$ cat src/rtl/rpn_stack_master_if.sv
// Bundle of the token, LIFO-command and result channels of the RPN stack master.
// The master modport is the controller's view; the slave modport is the environment's view.
interface rpn_stack_master_if #(
  parameter int unsigned W = 4
);
  logic         tok_valid;
  logic         tok_ready;
  logic         tok_is_op;
  logic [W-1:0] tok_data;

  logic         stk_en;
  logic         stk_rw;
  logic [W-1:0] stk_din;
  logic [W-1:0] stk_dout;
  logic         stk_full;
  logic         stk_empty;

  logic         res_valid;
  logic         res_ready;
  logic [W-1:0] res_data;
  logic         res_err;

  modport master (
    input  tok_valid, tok_is_op, tok_data, stk_dout, stk_full, stk_empty, res_ready,
    output tok_ready, stk_en, stk_rw, stk_din, res_valid, res_data, res_err
  );

  modport slave (
    output tok_valid, tok_is_op, tok_data, stk_dout, stk_full, stk_empty, res_ready,
    input  tok_ready, stk_en, stk_rw, stk_din, res_valid, res_data, res_err
  );
endinterface

$ cat src/rtl/rpn_stack_master.sv
// Evaluates a reverse-Polish token stream on an external LIFO, tracking depth locally
// so no illegal push/pop is ever issued, and returns the final value via valid/ready.
module rpn_stack_master #(
  parameter int unsigned DEPTH = 16,
  parameter int unsigned W     = 4
) (
  input  logic               clk,
  input  logic               rst,
  rpn_stack_master_if.master bus
);
  localparam int unsigned DW = $clog2(DEPTH + 1);

  localparam logic [W-1:0] OP_ADD = W'(0);
  localparam logic [W-1:0] OP_SUB = W'(1);
  localparam logic [W-1:0] OP_AND = W'(2);
  localparam logic [W-1:0] OP_OR  = W'(3);
  localparam logic [W-1:0] OP_XOR = W'(4);
  localparam logic [W-1:0] OP_END = '1;

  typedef enum logic [3:0] {
    S_IDLE, S_PUSH, S_POP_B, S_POP_A, S_CAP_A,
    S_PUSH_R, S_POP_F, S_CAP_F, S_RESULT, S_FLUSH
  } state_t;

  state_t        state, state_n;
  logic [DW-1:0] depth, depth_n;
  logic          err, err_n;
  logic [W-1:0]  op_q, op_n;
  logic [W-1:0]  b_q, b_n;
  logic [W-1:0]  alu;

  logic          tok_ready;
  logic          stk_en, en_n;
  logic          stk_rw, rw_n;
  logic [W-1:0]  stk_din, din_n;
  logic          res_valid;
  logic [W-1:0]  res_data, res_data_n;
  logic          res_err, res_err_n;

  // A is the freshly popped deeper operand, B was captured one cycle earlier.
  always_comb begin
    alu = '0;
    case (op_q)
      OP_ADD:  alu = bus.stk_dout + b_q;
      OP_SUB:  alu = bus.stk_dout - b_q;
      OP_AND:  alu = bus.stk_dout & b_q;
      OP_OR:   alu = bus.stk_dout | b_q;
      OP_XOR:  alu = bus.stk_dout ^ b_q;
      default: alu = '0;
    endcase
  end

  always_comb begin
    state_n    = state;
    depth_n    = depth;
    err_n      = err;
    op_n       = op_q;
    b_n        = b_q;
    din_n      = '0;
    res_data_n = res_data;
    res_err_n  = res_err;
    en_n       = 1'b0;
    rw_n       = 1'b0;

    case (state)
      S_IDLE: begin
        if (bus.tok_valid && tok_ready) begin
          if (!bus.tok_is_op) begin
            if ((depth < DW'(DEPTH)) && !bus.stk_full) begin
              din_n   = bus.tok_data;
              state_n = S_PUSH;
            end else begin
              err_n = 1'b1;
            end
          end else if (bus.tok_data == OP_END) begin
            if (depth != '0) begin
              state_n = S_POP_F;
            end else begin
              res_data_n = '0;
              res_err_n  = 1'b1;
              state_n    = S_RESULT;
            end
          end else if (bus.tok_data <= OP_XOR) begin
            if (depth >= DW'(2)) begin
              op_n    = bus.tok_data;
              state_n = S_POP_B;
            end else begin
              err_n = 1'b1;
            end
          end else begin
            err_n = 1'b1;
          end
        end
      end
      S_PUSH, S_PUSH_R: begin
        depth_n = depth + DW'(1);
        if (bus.stk_full) err_n = 1'b1;
        state_n = S_IDLE;
      end
      S_POP_B: begin
        depth_n = depth - DW'(1);
        if (bus.stk_empty) err_n = 1'b1;
        state_n = S_POP_A;
      end
      S_POP_A: begin
        depth_n = depth - DW'(1);
        if (bus.stk_empty) err_n = 1'b1;
        b_n     = bus.stk_dout;
        state_n = S_CAP_A;
      end
      S_CAP_A: begin
        din_n   = alu;
        state_n = S_PUSH_R;
      end
      S_POP_F: begin
        depth_n = depth - DW'(1);
        if (bus.stk_empty) err_n = 1'b1;
        state_n = S_CAP_F;
      end
      S_CAP_F: begin
        res_data_n = bus.stk_dout;
        res_err_n  = err | (depth != '0);
        state_n    = S_RESULT;
      end
      S_RESULT: begin
        if (bus.res_ready) begin
          err_n   = 1'b0;
          state_n = (depth != '0) ? S_FLUSH : S_IDLE;
        end
      end
      S_FLUSH: begin
        depth_n = depth - DW'(1);
        if (bus.stk_empty) err_n = 1'b1;
        if (depth == DW'(1)) state_n = S_IDLE;
      end
      default: state_n = S_IDLE;
    endcase

    // Stack command outputs follow the state being entered.
    case (state_n)
      S_PUSH, S_PUSH_R: begin
        en_n = 1'b1;
        rw_n = 1'b0;
      end
      S_POP_B, S_POP_A, S_POP_F, S_FLUSH: begin
        en_n = 1'b1;
        rw_n = 1'b1;
      end
      default: begin
        en_n = 1'b0;
        rw_n = 1'b0;
      end
    endcase
  end

  always_ff @(posedge clk) begin
    if (rst) begin
      state     <= S_IDLE;
      depth     <= '0;
      err       <= 1'b0;
      op_q      <= '0;
      b_q       <= '0;
      tok_ready <= 1'b1;
      stk_en    <= 1'b0;
      stk_rw    <= 1'b0;
      stk_din   <= '0;
      res_valid <= 1'b0;
      res_data  <= '0;
      res_err   <= 1'b0;
    end else begin
      state     <= state_n;
      depth     <= depth_n;
      err       <= err_n;
      op_q      <= op_n;
      b_q       <= b_n;
      tok_ready <= (state_n == S_IDLE);
      stk_en    <= en_n;
      stk_rw    <= rw_n;
      stk_din   <= din_n;
      res_valid <= (state_n == S_RESULT);
      res_data  <= res_data_n;
      res_err   <= res_err_n;
    end
  end

  assign bus.tok_ready = tok_ready;
  assign bus.stk_en    = stk_en;
  assign bus.stk_rw    = stk_rw;
  assign bus.stk_din   = stk_din;
  assign bus.res_valid = res_valid;
  assign bus.res_data  = res_data;
  assign bus.res_err   = res_err;
endmodule

$ cat src/flat_wrapper.sv
// flat-port wrapper written by rule: the top's interface ports become plain ports
module rpn_stack_master_flat 
#(
  parameter int unsigned DEPTH = 16,
  parameter int unsigned W     = 4
)
  (clk, rst, bus_tok_valid, bus_tok_is_op, bus_tok_data, bus_stk_dout, bus_stk_full, bus_stk_empty, bus_res_ready, bus_tok_ready, bus_stk_en, bus_stk_rw, bus_stk_din, bus_res_valid, bus_res_data, bus_res_err);
  rpn_stack_master_if #(.W(W)) bus_i ();
  input  logic clk;
  input  logic rst;
  input wire logic [$bits(bus_i.tok_valid)-1:0] bus_tok_valid;
  input wire logic [$bits(bus_i.tok_is_op)-1:0] bus_tok_is_op;
  input wire logic [$bits(bus_i.tok_data)-1:0] bus_tok_data;
  input wire logic [$bits(bus_i.stk_dout)-1:0] bus_stk_dout;
  input wire logic [$bits(bus_i.stk_full)-1:0] bus_stk_full;
  input wire logic [$bits(bus_i.stk_empty)-1:0] bus_stk_empty;
  input wire logic [$bits(bus_i.res_ready)-1:0] bus_res_ready;
  output wire logic [$bits(bus_i.tok_ready)-1:0] bus_tok_ready;
  output wire logic [$bits(bus_i.stk_en)-1:0] bus_stk_en;
  output wire logic [$bits(bus_i.stk_rw)-1:0] bus_stk_rw;
  output wire logic [$bits(bus_i.stk_din)-1:0] bus_stk_din;
  output wire logic [$bits(bus_i.res_valid)-1:0] bus_res_valid;
  output wire logic [$bits(bus_i.res_data)-1:0] bus_res_data;
  output wire logic [$bits(bus_i.res_err)-1:0] bus_res_err;
  assign bus_i.tok_valid = bus_tok_valid;
  assign bus_i.tok_is_op = bus_tok_is_op;
  assign bus_i.tok_data = bus_tok_data;
  assign bus_i.stk_dout = bus_stk_dout;
  assign bus_i.stk_full = bus_stk_full;
  assign bus_i.stk_empty = bus_stk_empty;
  assign bus_i.res_ready = bus_res_ready;
  assign bus_tok_ready = bus_i.tok_ready;
  assign bus_stk_en = bus_i.stk_en;
  assign bus_stk_rw = bus_i.stk_rw;
  assign bus_stk_din = bus_i.stk_din;
  assign bus_res_valid = bus_i.res_valid;
  assign bus_res_data = bus_i.res_data;
  assign bus_res_err = bus_i.res_err;
  rpn_stack_master #(.DEPTH(DEPTH), .W(W)) u_core (.clk(clk), .rst(rst), .bus(bus_i));
endmodule
$ cat config.mk
export PLATFORM = sky130hd
export DESIGN_NAME = rpn_stack_master_flat
export DESIGN_NICKNAME = d
export VERILOG_FILES = /design/src/rtl/rpn_stack_master_if.sv /design/src/rtl/rpn_stack_master.sv /design/src/flat_wrapper.sv
export SDC_FILE = /design/constraint.sdc
export NUM_CORES = 1
export LEC_CHECK = 0
export ABC_AREA = 0
export CAP_MARGIN = 20
export CELL_PAD_IN_SITES_DETAIL_PLACEMENT = 1
export CELL_PAD_IN_SITES_GLOBAL_PLACEMENT = 1
export CORE_MARGIN = 2
export CORE_UTILIZATION = 30
export CTS_CLUSTER_DIAMETER = 80
export DETAILED_ROUTE_END_ITERATION = 6
export GPL_TIMING_DRIVEN = 0
export PLACE_DENSITY = 0.61
export SETUP_SLACK_MARGIN = 0.2
export SLEW_MARGIN = 10
export SYNTH_ARGS = -nofsm -noshare
export SYNTH_HDL_FRONTEND = slang
export SYNTH_SLANG_ARGS = --single-unit
$ cat constraint.sdc
create_clock -name clk -period 2.56 [get_ports clk]
set_input_delay 0.256 -clock clk [delete_from_list [all_inputs] [get_ports clk]]
set_output_delay 0.256 -clock clk [all_outputs]
set_load 0.01 [all_outputs]
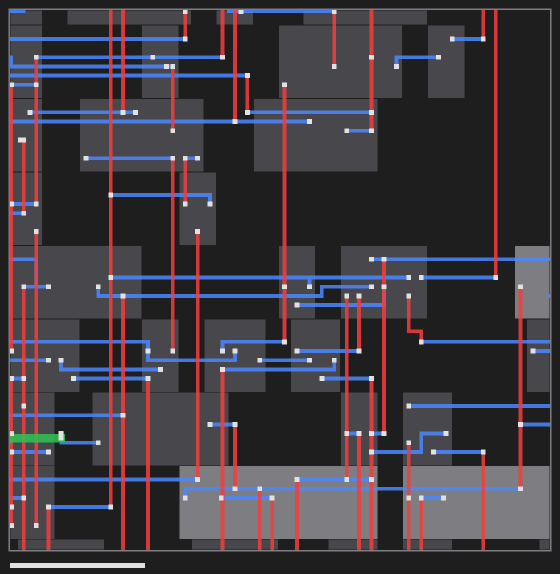
*Zoomed window*
Scale bar: 5 um. Window x 54 to 74, y 54 to 74 um. Cells in gray, sequential cells in the stronger gray; small squares are vias.
Red shows metal 2. Blue shows metal 1. Green shows metal 3.
Sequential cells in the window: 2. Netlist names of flops here include u_core.bus.stk_din (1), u_core.op_q (1). 21 logic cells have their middle in the window. Most frequent: inv_1 (3), nand2_1 (3), ha_1 (3).

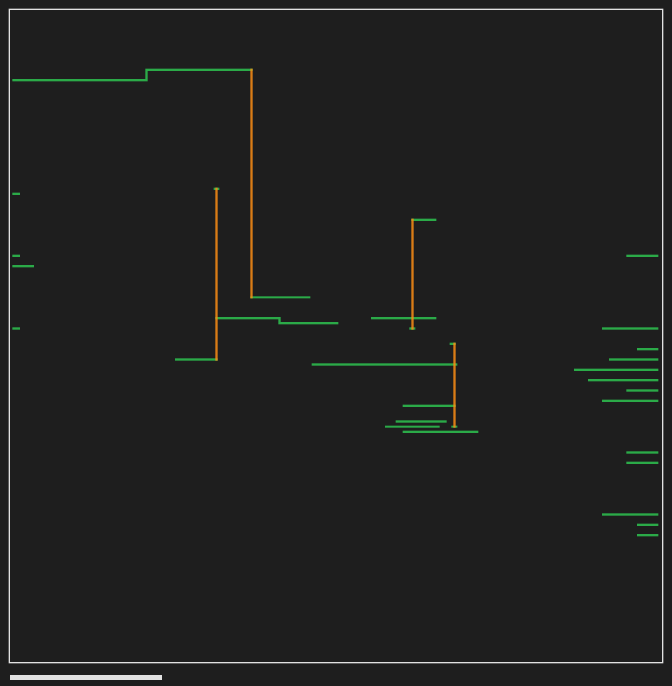
*Metal layers overlaid*
Scale bar: 20 um. Only two layers are drawn.
Orange shows metal 4, wire length 77.5 um. Green shows metal 3, wire length 198 um.

[cell type report]
cell class	count	share of cell area, %
Multi-Input combinational cell	184	50.4
Sequential cell	31	24.5
Timing Repair Buffer	32	12.1
Clock buffer	8	3.94
Tap cell	77	3.79
Inverter	18	2.66
Buffer	13	2.51
[power groups by stage]
stage	Combinational [mW]	Clock (mW)	Sequential, mW
2_1_floorplan	0.139	0	0.525
3_3_place_gp	0.230	0	0.524
3_5_place_dp	0.232	0	0.524
4_1_cts	0.234	0.444	0.514
5_1_grt	0.266	0.474	0.516
6_report	0.237	0.431	0.514
[state kept, by name, summed over array words and instances, names as in the netlist, 4 cells and up]
name                 cells
u_core.state             4
u_core.op_q              4
u_core.depth             5
u_core.bus.stk_din       4
u_core.bus.res_data      4
u_core.b_q               4
[routing by layer]
layer	GRT usage (%)	up-vias	routed length (um)
met5	0	-	0
met4	5.63	0	77
li1	-	962	-
met1	24.3	919	2910
met3	2.98	10	198
met2	26.3	37	2570
[Yosys cell counts (3+ instances only)]
cell type,count,area [sq um]
o2111ai_1,3,26.3
inv_1,18,67.6
xnor2_1,4,35.0
or3_1,4,25.0
a22oi_1,9,67.6
a21oi_1,14,70.1
o21ai_0,6,30.0
mux2i_1,8,80.1
clkbuf_1,12,45.0
and2_1,4,25.0
nor2_1,29,109
nor2b_1,3,18.8
ha_1,16,200
nor3_1,9,45.0
a21o_1,3,22.5
nand3_1,6,30.0
nand2_1,20,75.1
dfxtp_1,31,621
a221oi_1,4,35.0
a211oi_1,3,22.5
[cells by family after synthesis]
kind of cell | Yosys count
mux | 9
xor+xnor | 6
flops | 31
simple gates | 92
buf+inv | 31
compound gates | 60
fa+ha+maj | 17
[worst paths after layout]
kind / from / to / slack (ns) / cells after the start
worst max-delay path: u_core.depth[0] / u_core.bus.tok_ready / 0.28 / 7
worst min-delay path: u_core.err / u_core.err / 0.46 / 2
worst max register to register: u_core.depth[0] / u_core.bus.tok_ready / 0.28 / 7
worst min register to register: u_core.err / u_core.err / 0.46 / 2
[stage by stage]
step,cell area [sq um],worst slack [ns],hold WS (ns)
CTS,2500,0.222,0.472
finish,2540,0.283,0.463
global placement,2370,-0.188,0.454
global route,2540,0.163,0.499
detailed placement,2370,-0.151,0.462
floorplan,2000,0.248,0.336
[worst max-delay path: cells and delay by family (launching register included)]
family	cells	cell delay, ns
DFF	1	0.36
buffers and inverters	1	0.09
and+or+nand+nor	3	1.16
adders and majority gates	1	0.18
AOI/OAI and AO/OA	2	0.43
[timing repair]
action	CTS	global route
endpoints found under the setup margin	2	5
setup buffers	2	3
hold buffers	0	0
resized	5	10
pin swaps	1	6
==> summary.txt <==
number of max-cap violations: 0
insertion delay at the late pin of the worst-skew pair: 0.29 ns
min Tclk post-route: 2.28 ns
Fill cells: 777
first drt pass iteration count: 4
VDD IR max: 0.000315 V
Reg clk slew, reported paths: 0.07 ns
Hold/Removal Path Class: reg -> reg
WL per Instance: 15.8 um
Vert. Die Dim: 85.7 um
largest net degree at the start of global routing: 11
Simple-Gate Area Share: 23.0%
cell-by-cell trace of the critical path: inv_2 -> ha_1 -> or4b_4 -> or3_1 -> a32oi_2 -> and4b_1 -> a31o_1
area fraction in mux cells: 4.56%
Worst Setup Start Kind: flop
status: finished, final reports clean
OpenROAD warnings: 35
Final Skew: 0.00944 ns
total power: 1.18 mW
largest fanout on the critical path: 5
most numerous logic cells after layout: nor2_1 (29), dfxtp_1 (29), clkdlybuf4s50_1 (27)
Syn Nets: 278
Setup crit end kind: flop
dominant kind of combinational cell: simple AND/OR/NAND/NOR gates
Cell Type Count: 53
Area growth syn-to-layout: 26.7%
Die W: 85.7 um
Synth Area per Inst: 8.14 sq um
post-route setup TNS: 0 ns
antenna violations before repair: 0
Pre-Place Util: 31.4%
switching share of power: 28.0%
routability cong.: 0.787
clk root buf: clkbuf_8
Final ANT Viol Nets: 0
drt via density: 5.31
Congestion Overflow GR: 0
final max-slew violation count: 0
WS Path Type: reg -> reg
deepest clock path buffer count: 2
ys async rst share: 0%
ao+oa area frac: 21.7%
Yosys Instances: 246
Seq/Total Area, Yosys: 31.0%
Ports: 28
RSZ-0062 raised after global routing: yes
area of the core: 0.00639 sq mm
combinational share of power: 20.1%
placed instance count: 350
XOR Share, Synth: 2.62%
P_sw: 331 uW
layout cell share with drive strength beyond 1: 9.79%
GR Util All Layers: 17.2%
synthesized area: 0.00200 sq mm
Yosys reg bits: 31
DR vias: 1928
main flop type: dfxtp_1
Final Net Count: 317
starting DRC count in detailed routing: 86
Max Freq: 0.439 GHz
Power Internal: 852 uW
H-tree depth: 2
leakage: 0.958 nW
Arr. time, crit path: 2.51 ns
Final Hold Fails: 0
DP Wirelength: 4330 um
logic area: 0.00128 sq mm
fin crit share: 88.9%
die area: 0.00735 sq mm
ant diodes: 0
share of power burned in registers: 43.5%
vias in the first global route: 2006
final setup vio count: 0
yosys adder share: 11.0%
Worst Tran Pin Value: 0.839 ns
crit path DRT: 2.79 ns
clock share of power: 36.5%
IO Port Bufs: 27
final core utilization: 39.8%
# DRC: 0
CTS tree: done
Slew headroom: 43.3%
CTS Buf Count: 5
final std cells w/o fill: 363
total wire length: 5750 um
Reg area: 623 sq um
clk sinks: 31
FP Rows: 29
power per cell area: 466 mW/mm^2
Power and IR drop assume default switching activity.
